--- src/rtl/user_proto_pkg.sv ---
// Frame constants, op/error encodings and FSM state type shared by the
// "!"-framed command protocol initiator and its matching parser.
package user_proto;

  localparam logic [7:0] CMD_HDR     = 8'h21;
  localparam logic [7:0] CMD_RD      = 8'h52;
  localparam logic [7:0] CMD_WR      = 8'h57;
  localparam logic [7:0] CMD_VERSION = 8'h56;
  localparam logic [7:0] ACK_WR      = 8'h77;
  localparam logic [7:0] NAK         = 8'h3F;

  localparam logic [1:0] OP_READ    = 2'b00;
  localparam logic [1:0] OP_WRITE   = 2'b01;
  localparam logic [1:0] OP_VERSION = 2'b10;
  localparam logic [1:0] OP_RSVD    = 2'b11;

  localparam logic [1:0] ERR_OK      = 2'd0;
  localparam logic [1:0] ERR_BAD_ACK = 2'd1;
  localparam logic [1:0] ERR_TIMEOUT = 2'd2;
  localparam logic [1:0] ERR_BAD_OP  = 2'd3;

  localparam logic [31:0] VERSION_LEN = 32'd8;
  localparam int          TMO_W       = 24;

  typedef enum logic [3:0] {
    ST_IDLE,
    ST_HDR,
    ST_OP,
    ST_LEN,
    ST_ADDR,
    ST_WDATA,
    ST_WACK,
    ST_RDATA,
    ST_VDATA
  } state_t;

  function automatic logic [7:0] op_char(input logic [1:0] op);
    case (op)
      OP_READ:  return CMD_RD;
      OP_WRITE: return CMD_WR;
      default:  return CMD_VERSION;
    endcase
  endfunction

endpackage

--- src/rtl/user_frame_header_shifter.sv ---
// Holds the outgoing frame header {hdr, op, len, addr} and presents it one
// byte at a time, MSB first; the issuer FSM decides when a byte is taken.
module user_frame_header_shifter
  import user_proto::*;
(
  input  logic        clk,
  input  logic        i_load,
  input  logic [1:0]  i_op,
  input  logic [31:0] i_len,
  input  logic [31:0] i_addr,
  input  logic        i_shift,
  output logic [7:0]  o_byte
);

  logic [79:0] r_sr;

  // Version frames only use the first two bytes, so the tail is zero-filled.
  always_ff @(posedge clk) begin
    if (i_load) begin
      if (i_op == OP_VERSION) r_sr <= {CMD_HDR, CMD_VERSION, 64'd0};
      else                    r_sr <= {CMD_HDR, op_char(i_op), i_len, i_addr};
    end else if (i_shift) begin
      r_sr <= {r_sr[71:0], 8'h00};
    end
  end

  assign o_byte = r_sr[79:72];

endmodule

--- src/rtl/user_command_issuer.sv ---
// Host-side initiator: frames R/W/V commands onto a byte UART and collects
// the read/version data or write acknowledge coming back.
module user_command_issuer
  import user_proto::*;
#(
  parameter int ADDR_BITS      = 32,
  parameter int TIMEOUT_CYCLES = 1000000
) (
  input  logic                 clk,
  input  logic                 reset_n,
  input  logic                 cmd_valid,
  output logic                 cmd_ready,
  input  logic [1:0]           cmd_op,
  input  logic [31:0]          cmd_len,
  input  logic [ADDR_BITS-1:0] cmd_addr,
  input  logic [7:0]           wr_data,
  input  logic                 wr_valid,
  output logic                 wr_ready,
  output logic [7:0]           rd_data,
  output logic                 rd_valid,
  output logic [7:0]           uart_txd,
  output logic                 uart_txd_strobe,
  input  logic                 uart_txd_ready,
  input  logic [7:0]           uart_rxd,
  input  logic                 uart_rxd_strobe,
  output logic                 done,
  output logic [1:0]           err_code
);

  state_t             r_state;
  logic [1:0]         r_op;
  logic [31:0]        r_remaining;
  logic [1:0]         r_idx;
  logic [TMO_W-1:0]   r_tmo;

  logic               w_can_send;
  logic               w_accept;
  logic               w_load;
  logic               w_hdr_send;
  logic               w_rem_zero;
  logic               w_tmo_hit;
  logic [7:0]         w_hdr_byte;
  logic [31:0]        w_addr32;

  // The registered strobe blocks can_send for one cycle, which is what keeps
  // strobes at least two cycles apart.
  assign w_can_send = uart_txd_ready && !uart_txd_strobe;
  assign w_accept   = cmd_valid && cmd_ready;
  assign w_load     = w_accept && (cmd_op != OP_RSVD);
  assign w_hdr_send = w_can_send &&
                      (r_state inside {ST_HDR, ST_OP, ST_LEN, ST_ADDR});
  assign w_rem_zero = (r_remaining == 32'd0);
  assign w_tmo_hit  = (r_tmo == TMO_W'(TIMEOUT_CYCLES - 1));
  assign w_addr32   = 32'(cmd_addr);
  assign wr_ready   = (r_state == ST_WDATA) && w_can_send && !w_rem_zero;

  user_frame_header_shifter u_hdr (
    .clk     (clk),
    .i_load  (w_load),
    .i_op    (cmd_op),
    .i_len   (cmd_len),
    .i_addr  (w_addr32),
    .i_shift (w_hdr_send),
    .o_byte  (w_hdr_byte)
  );

  always_ff @(posedge clk or negedge reset_n) begin
    if (!reset_n) begin
      r_state         <= ST_IDLE;
      r_op            <= OP_READ;
      r_remaining     <= 32'd0;
      r_idx           <= 2'd0;
      r_tmo           <= '0;
      cmd_ready       <= 1'b1;
      uart_txd        <= 8'h00;
      uart_txd_strobe <= 1'b0;
      rd_data         <= 8'h00;
      rd_valid        <= 1'b0;
      done            <= 1'b0;
      err_code        <= ERR_OK;
    end else begin
      uart_txd_strobe <= 1'b0;
      rd_valid        <= 1'b0;
      done            <= 1'b0;

      case (r_state)
        ST_IDLE: begin
          r_tmo <= '0;
          if (w_accept) begin
            r_op        <= cmd_op;
            r_remaining <= cmd_len;
            r_idx       <= 2'd0;
            if (cmd_op == OP_RSVD) begin
              done     <= 1'b1;
              err_code <= ERR_BAD_OP;
            end else begin
              r_state   <= ST_HDR;
              cmd_ready <= 1'b0;
            end
          end
        end

        ST_HDR: begin
          if (w_hdr_send) begin
            uart_txd        <= w_hdr_byte;
            uart_txd_strobe <= 1'b1;
            r_state         <= ST_OP;
          end
        end

        ST_OP: begin
          if (w_hdr_send) begin
            uart_txd        <= w_hdr_byte;
            uart_txd_strobe <= 1'b1;
            if (r_op == OP_VERSION) begin
              r_state     <= ST_VDATA;
              r_remaining <= VERSION_LEN;
              r_tmo       <= '0;
            end else begin
              r_state <= ST_LEN;
            end
          end
        end

        ST_LEN: begin
          if (w_hdr_send) begin
            uart_txd        <= w_hdr_byte;
            uart_txd_strobe <= 1'b1;
            r_idx           <= r_idx + 2'd1;
            if (r_idx == 2'd3) r_state <= ST_ADDR;
          end
        end

        ST_ADDR: begin
          if (w_hdr_send) begin
            uart_txd        <= w_hdr_byte;
            uart_txd_strobe <= 1'b1;
            r_idx           <= r_idx + 2'd1;
            if (r_idx == 2'd3) begin
              r_tmo   <= '0;
              r_state <= (r_op == OP_READ) ? ST_RDATA : ST_WDATA;
            end
          end
        end

        ST_WDATA: begin
          if (w_rem_zero) begin
            r_state <= ST_WACK;
            r_tmo   <= '0;
          end else if (wr_valid && wr_ready) begin
            uart_txd        <= wr_data;
            uart_txd_strobe <= 1'b1;
            r_remaining     <= r_remaining - 32'd1;
          end
        end

        ST_WACK: begin
          if (uart_rxd_strobe) begin
            done      <= 1'b1;
            err_code  <= (uart_rxd == ACK_WR) ? ERR_OK : ERR_BAD_ACK;
            r_state   <= ST_IDLE;
            cmd_ready <= 1'b1;
          end else if (w_tmo_hit) begin
            done      <= 1'b1;
            err_code  <= ERR_TIMEOUT;
            r_state   <= ST_IDLE;
            cmd_ready <= 1'b1;
          end else begin
            r_tmo <= r_tmo + TMO_W'(1);
          end
        end

        // A byte arriving on the timeout cycle is taken and restarts the count.
        ST_RDATA, ST_VDATA: begin
          if (w_rem_zero) begin
            done      <= 1'b1;
            err_code  <= ERR_OK;
            r_state   <= ST_IDLE;
            cmd_ready <= 1'b1;
          end else if (uart_rxd_strobe) begin
            rd_data     <= uart_rxd;
            rd_valid    <= 1'b1;
            r_remaining <= r_remaining - 32'd1;
            r_tmo       <= '0;
          end else if (w_tmo_hit) begin
            done      <= 1'b1;
            err_code  <= ERR_TIMEOUT;
            r_state   <= ST_IDLE;
            cmd_ready <= 1'b1;
          end else begin
            r_tmo <= r_tmo + TMO_W'(1);
          end
        end

        default: begin
          r_state   <= ST_IDLE;
          cmd_ready <= 1'b1;
        end
      endcase
    end
  end

endmodule

--- config.mk ---
export PLATFORM = sky130hd
export DESIGN_NAME = user_command_issuer
export DESIGN_NICKNAME = d
export VERILOG_FILES = /design/src/rtl/user_proto_pkg.sv /design/src/rtl/user_frame_header_shifter.sv /design/src/rtl/user_command_issuer.sv
export SDC_FILE = /design/constraint.sdc
export NUM_CORES = 1
export LEC_CHECK = 0
export CORE_UTILIZATION = 30
export DETAILED_ROUTE_END_ITERATION = 8
export HOLD_SLACK_MARGIN = 0.12
export PLACE_DENSITY = 0.49
export SYNTH_ARGS = -nofsm -noshare
export SYNTH_HDL_FRONTEND = slang
export SYNTH_HIERARCHICAL = 1
export SYNTH_SLANG_ARGS = --single-unit
--- constraint.sdc ---
create_clock -name clk -period 4.45 [get_ports clk]
set_input_delay 1.335 -clock clk [delete_from_list [all_inputs] [get_ports clk]]
set_output_delay 1.335 -clock clk [all_outputs]
set_load 0.05 [all_outputs]
==> notes.md <==
Implementation numbers.

- The flow ran to the end, and the final reports show no timing, DRC or antenna violations.
- The flip-flop and latch power is 2.68 mW.
- The final global-route overflow total is 0.
- The area taken by multi-input combinational cells is reported as 0.00367 mm².
- Adding up every negative setup slack in the final design gives 0 ps.
- The synthesis warning total is 6.
- The number of failing setup endpoints in the final timing report is 0.
- In this run the critical register-to-register path is launched from r_remaining[0].
- The routed via count divided by cell count is 5.20.
- The worst setup skew after layout is 18.2 ps.
- The hold path startpoint is uart_txd[3].
- The later pin in the worst-skew pair is clocked with a latency of 430 ps.
- The synthesized cell area is 0.00883 mm².
- The final hold violation count is 0.
- The fraction of area in clock buffers and inverters is 5.57%.
- Of the total power, registers draw 36.4%.
- The number of instances in the synthesized netlist is 914.
- According to the Yosys statistics, the synthesized design has a chip area of 0.00883 mm².
- The area share of and-or/or-and cells after synthesis is 20.8%.
- The number of cell rows is 62.
- The number of inverters outside the clock class in the layout is 69.
- The number of setup buffers added after CTS is 0.
- The primary flip-flop cell chosen by synthesis mapping is dfrtp_1.
- The number of antenna violations at the first check in global routing is 0.
- Summing the areas of all xor and xnor instances in the mapped netlist gives 0% of the synthesized area.
- For the finished layout, the period the worst path requires is 4190 ps.
- The placed cell area is 0.0103 mm².
- The net switching power is 3.07 mW.
- The antenna diode count is 0.
- The final weighted congestion of routability-driven global placement is 0.856.
- The largest power group is combinational cells.
- In the final design database the tool counted 1091 nets.
- The number of sequential cells is 166.
- After layout, the worst path uses 94.3% of the clock period.
- For met2 alone, demand over resource in global routing was 24.1%.
- Net switching is 41.8% of the power.
- Counting every sink on the clock net gives 166.
- The cell count after placement is 1365.
- The die is 174 µm wide.
- The dominant kind of combinational cell is AND-OR/OR-AND gates.
- The synthesis run shows multiplexers occupying 2.30% of the cell area.
- The cell depth of the worst hold path is 2.
- STA classifies the critical path endpoint as an output pin.
- The number of max-cap violations is 0.
- The dominant logic cell type in the layout is clkdlybuf4s50_1.
- In this run, power in the clock network comes to 1.52 mW.
- The script computed a power per unit cell area of 671 mW/mm².
- The cell leakage power is 4.19 nW.
- The top routing layer in use is met4.
- The synthesized netlist contains 71 unique library cells.
- Ranked by total cell area, the synthesized netlist is headed by edfxtp_1 27%, dfrtp_1 24%, o22ai_1 4.3%.
- The headroom to the max-slew limit is 31.3%.
- The total of cells resized after clock tree synthesis is 0.
- After detailed routing, the average wire length per cell comes to 17.4 µm.
- Before CTS, the worst setup slack after placement is 636 ps.
- The share of the yosys chip area belonging to registers is 51.6%.
- Per the post-CTS timing run, clock transition at the registers of the reported paths is 70 ps.
- The total clock buffers created by CTS is 17.
- The endpoint identified for the worst register-to-register timing path is r_remaining[16].
- The fraction of layout cells with a size suffix above 1 is 9.38%.
- The iteration count of the initial detailed-routing pass is 5.
- Setup repair after global routing left no endpoint under its margin.
- The area fraction in and, or, nand and nor cells is 17.8%.
- In this run, synthesis produced a sequential element count of 166.
- Across all stage logs, warnings added up to 28.
- The post-route cell area is 0.0109 mm².
- The power in combinational cells is 3.14 mW.
- The actual slew at the worst max-slew pin is 1020 ps.
- The average cell area after synthesis is 9.66 µm².
- The maximum clock insertion buffer count is 2.
- Of the post-synthesis cell area, the dominant cell type holds 27.2%.
- The final report lists a non-filler cell total of 1397.
- The required time at the worst-slack endpoint is 3120 ps.
- The initial core utilization is 30.6%.
- The die footprint is 0.0301 mm².
- Relative to the synthesized area, the layout overhead comes to 23.9%.
- The biggest area contributor in the post-synthesis netlist is edfxtp_1.
- In the layout the commonest cells are 108 x clkdlybuf4s50_1, 100 x nand2_1, 85 x dfrtp_1.
- The routed wirelength on the met1 layer is recorded as 12100 µm.
- Buffers outside the clock tree occupy 12.4% of the routed design's cell area.
- TritonCTS built the clock tree.
- In the layout the tool counted multi-input logic cells amounting to 609.
## how the worst max path moves through the flow
stage | start | endpoint | slack [ps] | cells past startpoint
after floorplan | r_remaining[18] | wr_ready | 950 | 6
after global placement | uart_txd_ready | wr_ready | 670 | 4
after detailed placement | uart_txd_ready | r_tmo[1] | 640 | 8
after CTS | r_remaining[18] | wr_ready | 180 | 6
after global routing | r_remaining[18] | wr_ready | 90 | 6
final | r_remaining[18] | wr_ready | 260 | 6
## critical path, cell delays in order (launching register included)
cell,delay [ps]
dfrtp_1,400
or4_1,670
or4_1,500
nor4_2,190
nand4_1,230
and3_1,300
buf_12,150
Met1 routing:
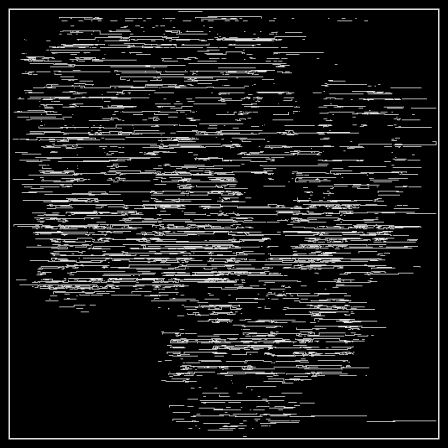
main direction: horizontal
longest straight run: 50.6 µm
nets with wire on the layer: 1008
wire length on this layer: 12100 µm
Total Routed Length: 24400 µm
global-route met1 utilization: 24.4%

M2 wires:
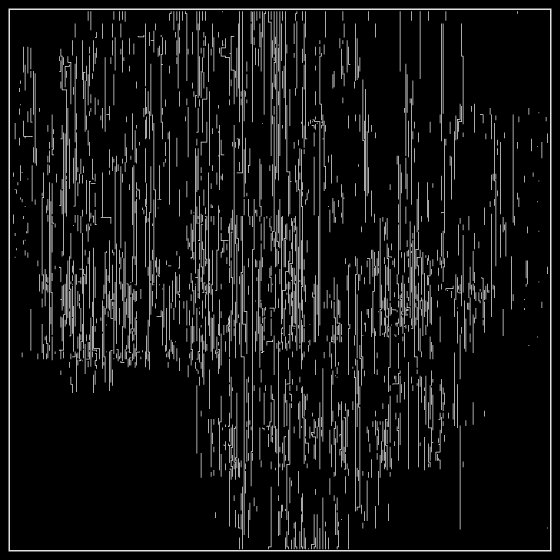
longest straight run: 65.4 µm
wire length on this layer: 10600 µm
main direction: vertical
nets with wire on the layer: 868
share of all routed wire: 44%

Met3 routing:
The bar under the picture is 50 µm long.
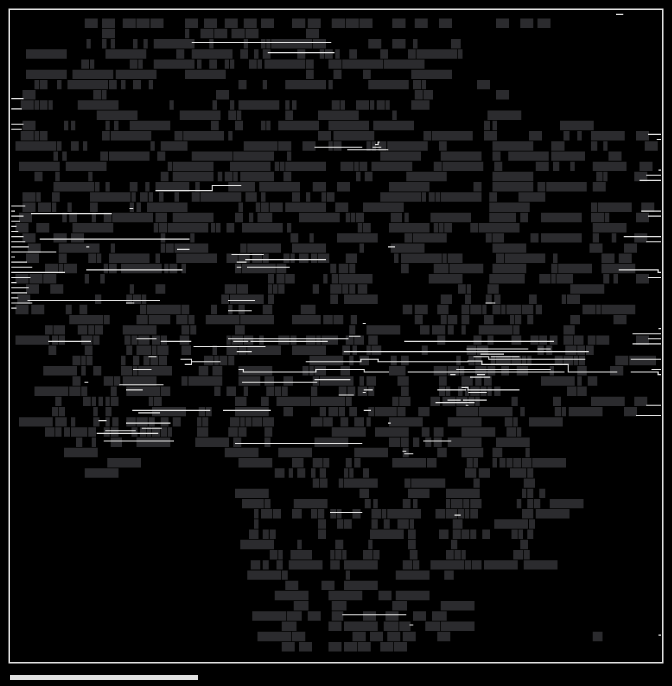
nets with wire on the layer: 112
main direction: horizontal
wire length on this layer: 1250 µm
routed vias: 7271
met3 track utilization from global routing: 3.38%

Congestion heat map:
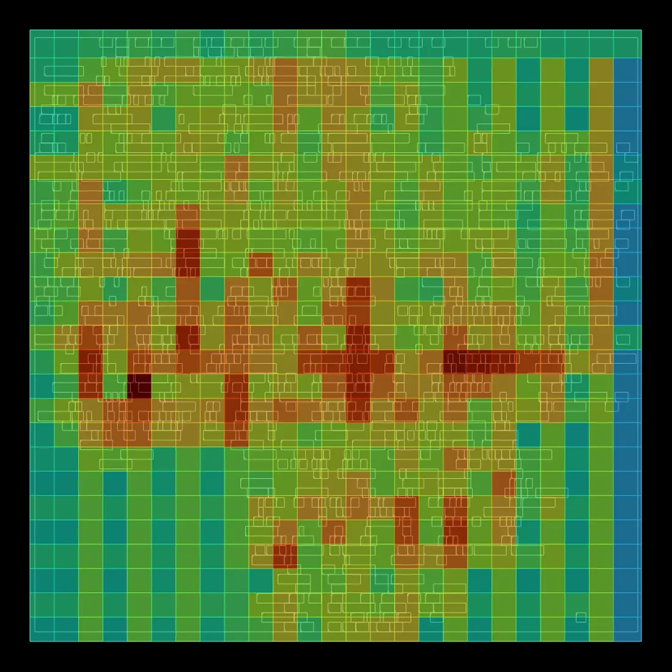
share of the core filled with cells in the final layout: 37.9%
Total GRT Usage: 16.5%

No activity file was given, so power comes from the tool's default toggle rates.
